File: src/rtl/tamagotchi_input_scheduler.sv
// Front end for the tamagotchi care FSM: button sync/debounce, request queue,
// round-robin action offer, 1 s decay tick and long-press test/reset pulses.
module tamagotchi_input_scheduler #(
   parameter int TICK_DIV     = 50000000,
   parameter int DEBOUNCE_CYC = 1000000,
   parameter int LONG_S       = 5,
   parameter int RESET_S      = 10
) (
   input  logic       clk,
   input  logic       rst_n,
   input  logic       btn_salud_raw,
   input  logic       btn_energia_raw,
   input  logic       btn_hambre_raw,
   input  logic       btn_diversion_raw,
   input  logic       btn_mode_raw,
   input  logic       ledsign,
   input  logic       act_ready,
   output logic       act_valid,
   output logic [1:0] act_sel,
   output logic [3:0] pending,
   output logic       tick_1s,
   output logic       test_req,
   output logic       reset_req
);

   localparam int TW = $clog2(TICK_DIV + 1);
   localparam int DW = $clog2(DEBOUNCE_CYC + 1);
   localparam int HW = $clog2(RESET_S + 1);

   localparam logic [TW-1:0] TICK_LAST = TW'(TICK_DIV - 1);
   localparam logic [TW-1:0] TICK_ONE  = TW'(1);
   localparam logic [DW-1:0] DB_LAST   = DW'(DEBOUNCE_CYC - 1);
   localparam logic [DW-1:0] DB_ONE    = DW'(1);
   localparam logic [HW-1:0] HOLD_LONG = HW'(LONG_S);
   localparam logic [HW-1:0] HOLD_RST  = HW'(RESET_S);
   localparam logic [HW-1:0] HOLD_ONE  = HW'(1);

   localparam logic [0:0] S_IDLE  = 1'b0;
   localparam logic [0:0] S_OFFER = 1'b1;

   localparam int BTN_MODE = 4;

   logic [4:0]    rawBtn;
   logic [4:0]    syncA_q;
   logic [4:0]    syncB_q;
   logic [4:0]    dbLevel_q;
   logic [4:0]    dbLevel_d;
   logic [4:0]    dbPrev_q;
   logic [DW-1:0] dbCnt_q [5];
   logic [DW-1:0] dbCnt_d [5];

   logic [4:0]    rise;
   logic [3:0]    capture;
   logic          modeRise;

   logic [TW-1:0] tickCnt_q;
   logic [TW-1:0] tickCnt_d;
   logic          tickNow;

   logic [HW-1:0] holdCnt_q;
   logic [HW-1:0] holdCnt_d;
   logic          holdInc;
   logic          testReq_q;
   logic          testReq_d;
   logic          resetReq_q;
   logic          resetReq_d;

   logic [0:0]    state_q;
   logic [0:0]    state_d;
   logic [1:0]    sel_q;
   logic [1:0]    sel_d;
   logic [1:0]    rr_q;
   logic [1:0]    rr_d;
   logic [3:0]    pending_q;
   logic [3:0]    pending_d;
   logic [3:0]    grantClr;
   logic [1:0]    pick;

   assign rawBtn = {btn_mode_raw, btn_diversion_raw, btn_hambre_raw,
                    btn_energia_raw, btn_salud_raw};

   // Two-flop synchroniser on every raw button.
   always_ff @(posedge clk or negedge rst_n) begin
      if (!rst_n) begin
         syncA_q <= '0;
         syncB_q <= '0;
      end else begin
         syncA_q <= rawBtn;
         syncB_q <= syncA_q;
      end
   end

   always_comb begin
      dbLevel_d = dbLevel_q;
      for (int b = 0; b < 5; b++) begin
         dbCnt_d[b] = '0;
         if (syncB_q[b] != dbLevel_q[b]) begin
            if (dbCnt_q[b] == DB_LAST) begin
               dbLevel_d[b] = ~dbLevel_q[b];
            end else begin
               dbCnt_d[b] = dbCnt_q[b] + DB_ONE;
            end
         end
      end
   end

   always_ff @(posedge clk or negedge rst_n) begin
      if (!rst_n) begin
         dbLevel_q <= '0;
         dbPrev_q  <= '0;
         for (int b = 0; b < 5; b++) begin
            dbCnt_q[b] <= '0;
         end
      end else begin
         dbLevel_q <= dbLevel_d;
         dbPrev_q  <= dbLevel_q;
         for (int b = 0; b < 5; b++) begin
            dbCnt_q[b] <= dbCnt_d[b];
         end
      end
   end

   // Energy requests only count while the pet is awake.
   assign rise     = dbLevel_q & ~dbPrev_q;
   assign capture  = {rise[3], rise[2], rise[1] & ledsign, rise[0]};
   assign modeRise = rise[BTN_MODE];

   assign tickNow   = (tickCnt_q == TICK_LAST);
   assign tickCnt_d = tickNow ? '0 : tickCnt_q + TICK_ONE;

   always_ff @(posedge clk or negedge rst_n) begin
      if (!rst_n) begin
         tickCnt_q <= '0;
      end else begin
         tickCnt_q <= tickCnt_d;
      end
   end

   always_comb begin
      holdCnt_d = holdCnt_q;
      holdInc   = 1'b0;
      if (modeRise) begin
         holdCnt_d = '0;
      end else if (tickNow && dbLevel_q[BTN_MODE] && (holdCnt_q != HOLD_RST)) begin
         holdCnt_d = holdCnt_q + HOLD_ONE;
         holdInc   = 1'b1;
      end
      testReq_d  = holdInc && (holdCnt_d == HOLD_LONG);
      resetReq_d = holdInc && (holdCnt_d == HOLD_RST);
   end

   always_ff @(posedge clk or negedge rst_n) begin
      if (!rst_n) begin
         holdCnt_q  <= '0;
         testReq_q  <= 1'b0;
         resetReq_q <= 1'b0;
      end else begin
         holdCnt_q  <= holdCnt_d;
         testReq_q  <= testReq_d;
         resetReq_q <= resetReq_d;
      end
   end

   // Lowest offset from the round-robin pointer wins, so scan from the far end.
   always_comb begin
      pick = rr_q;
      for (int i = 3; i >= 0; i--) begin
         if (pending_q[rr_q + 2'(i)]) begin
            pick = rr_q + 2'(i);
         end
      end
   end

   always_comb begin
      state_d   = state_q;
      sel_d     = sel_q;
      rr_d      = rr_q;
      grantClr  = '0;
      pending_d = pending_q;
      if (resetReq_q) begin
         state_d   = S_IDLE;
         rr_d      = '0;
         pending_d = '0;
      end else begin
         case (state_q)
            S_IDLE: begin
               if (pending_q != 4'd0) begin
                  sel_d   = pick;
                  state_d = S_OFFER;
               end
            end
            S_OFFER: begin
               if (act_ready) begin
                  grantClr = 4'b0001 << sel_q;
                  rr_d     = sel_q + 2'd1;
                  state_d  = S_IDLE;
               end
            end
            default: state_d = S_IDLE;
         endcase
         pending_d = (pending_q & ~grantClr) | capture;
      end
   end

   always_ff @(posedge clk or negedge rst_n) begin
      if (!rst_n) begin
         state_q   <= S_IDLE;
         sel_q     <= '0;
         rr_q      <= '0;
         pending_q <= '0;
      end else begin
         state_q   <= state_d;
         sel_q     <= sel_d;
         rr_q      <= rr_d;
         pending_q <= pending_d;
      end
   end

   assign act_valid = (state_q == S_OFFER);
   assign act_sel   = sel_q;
   assign pending   = pending_q;
   assign tick_1s   = tickNow;
   assign test_req  = testReq_q;
   assign reset_req = resetReq_q;

endmodule
File: config.mk
export PLATFORM = sky130hd
export DESIGN_NAME = tamagotchi_input_scheduler
export DESIGN_NICKNAME = d
export VERILOG_FILES = /design/src/rtl/tamagotchi_input_scheduler.sv
export SDC_FILE = /design/constraint.sdc
export NUM_CORES = 1
export LEC_CHECK = 0
export CORE_UTILIZATION = 25
export DETAILED_ROUTE_END_ITERATION = 10
export HOLD_SLACK_MARGIN = 0.08
export PLACE_DENSITY_LB_ADDON = 0.08
export SETUP_SLACK_MARGIN = 0.3
export SLEW_MARGIN = 20
export SYNTH_ARGS = -nofsm -noshare
export SYNTH_HDL_FRONTEND = slang
export SYNTH_SLANG_ARGS = --single-unit
export TNS_END_PERCENT = 5
File: constraint.sdc
create_clock -name clk -period 2.13 [get_ports clk]
set_input_delay 0.213 -clock clk [delete_from_list [all_inputs] [get_ports clk]]
set_output_delay 0.213 -clock clk [all_outputs]
set_load 0.1 [all_outputs]
==> results.py <==
# Auto-generated metrics
metrics = {
    "drt": {
        "vias_per_cell": 4.45,
        "dr.pass1.iters": 4,
        "highest_layer": "met4",
        "routed-wl-met2_mm": 7.89,
    },
    "grt": {
        "grt-ovfl-total": 0,
        "grt_util_all_layers": 0.113,
        "gr-max-usage-layer": "met2",
        "grt_pass1_vias": 5459,
        "grt_pass1_wl_mm": 27.9,
    },
    "job": {
        "warnings": 33,
    },
    "synthesis": {
        "adder_share": 0.0200,
        "muxShareOfSynthArea": 0.00732,
        "aoi_share": 0.0275,
        "synth_seq_share": 0.536,
        "edf_count": 0,
        "ys.flops": 161,
        "synth_area_um2": 7520,
        "yosys_most_used_dff": "dfrtp_1",
        "top_area_cell": "dfrtp_1",
    },
    "layout": {
        "clockBufferCount": 21,
        "nMultiInputCombCells": 551,
        "logic_area_um2": 3780,
        "top_register": "dbCnt_q",
        "area_growth_pct": 27.4,
        "num-nonclk-buffers": 72,
        "finalNetCount": 847,
        "clk_share": 0.0573,
        "final_cell_area_um2": 9580,
        "sh_seq_area": 0.421,
        "largest_cell_class": "registers",
        "final_cell_mix": "161 x dfrtp_1, 122 x nor2_1, 59 x xor2_1",
        "utilization": 0.323,
        "drive_gt1_frac": 0.210,
        "finalNonFillerCells": 1229,
        "bufAreaShareNonClock": 0.0675,
        "layout_top_cell": "dfrtp_1",
        "n_antenna_cell": 0,
        "inverters": 23,
    },
    "setup_path": {
        "critPathRequiredTime_ns": 2.45,
        "worstSetupPathType": "reg -> reg",
        "cp_num_buf_inv": 0,
        "critPathCaptureType": "flop",
        "crit_cells": 6,
        "r2r_slack_ns": 0.03,
        "worstPathArrival_ns": 2.42,
        "r2r-start": "tickCnt_q[1]",
        "critPathSlowestCell": "or4_4",
    },
    "power_and_ir_drop": {
        "cellLeakagePower_uw": 0.00398,
        "ir_drop_uv": 502,
        "total_power_uw": 6750,
        "power_top_consumer": "registers",
        "p_seq_uw": 3250,
        "p_comb_uw": 633,
        "power_frac_seq": 0.481,
        "p_sw_frac": 0.273,
        "p_per_area_nw_per_um2": 704,
        "combPwrFrac": 0.094,
    },
    "floorplan": {
        "die_area_um2": 30800,
        "row_count": 63,
        "die_width_um": 175,
        "io_pins": 19,
        "fp_util": 0.254,
    },
    "placement": {
        "port_buffers": 18,
        "place_ws_ns": -0.0491,
        "dp_hpwl_mm": 11.3,
        "gp_congestion": 0.784,
        "dp.cells": 1187,
    },
    "clock_tree": {
        "clk_path_buf_depth": 2,
        "ctsHoldBuffers": 1,
        "root_buffer": "clkbuf_16",
        "cts.clk_slew.worst_paths_ns": 0.07,
        "cts_resized": 9,
    },
    "final_timing": {
        "finalSetupTns_ns": 0,
        "tightest_slew_ns": 0.620,
        "slew_headroom": 0.585,
        "hold_violations": 0,
        "holdWs_ns": 0.230,
    },
    "status": {
        "status": "complete, no violations",
    },
    "hold_path": {
        "hold_depth": 1,
        "hp-class": "in -> reg",
        "worstHoldStart": "btn_hambre_raw",
    },
}
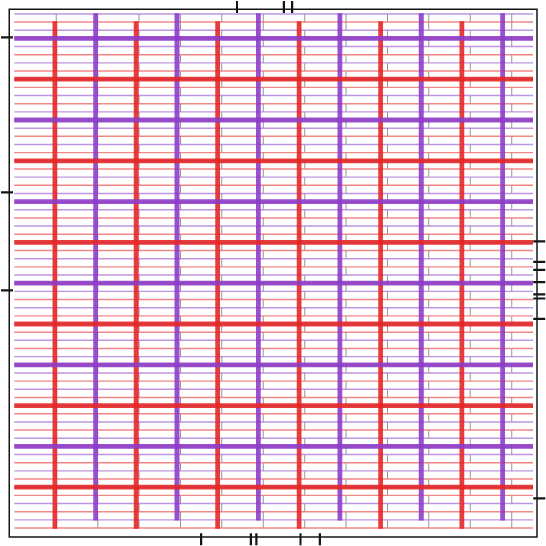
*PDN straps and rails*
Drawn at 3 px/um. Pins as bars on the die edge. Tap cells in grey.
| net | colour |
|---|---|
| VSS | red |
| VDD | purple |
met5 straps: 12
signal pins: 19
tap cells: 390
rows: 63
chip height: 175 um
CORE AREA: 29600 um^2

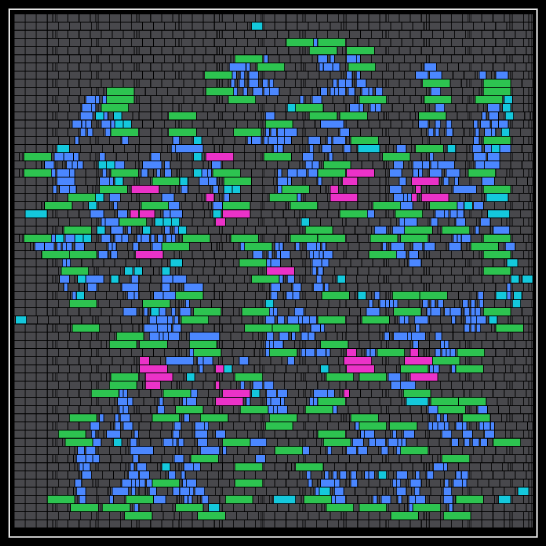
*Cells coloured by class*
Drawn at 3 px/um. Fill, decap, tap and diode cells in grey.
| class | colour | cells | share of their area |
|---|---|---|---|
| registers | green | 161 | 44% |
| remaining buffers and delay cells | cyan | 72 | 7.1% |
| clock drivers and dummy loads | magenta | 32 | 6.0% |
| remaining logic cells | blue | 574 | 43% |

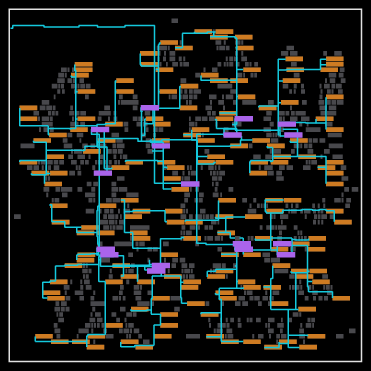
*Clock wires, drivers and flops*
Drawn at 2 px/um.
[flip-flops] orange | count: 161
[clock wires] cyan | length: 2340 um
[clock-net drivers] purple | count: 17
flops lie: widely spread
routed clock nets: 18
Worst-Skew Late Latency: 0.42 ns
Clock Power: 2870 uW
Final Skew: 0.0125 ns
clock power share: 0.425

Power and IR drop assume default switching activity.
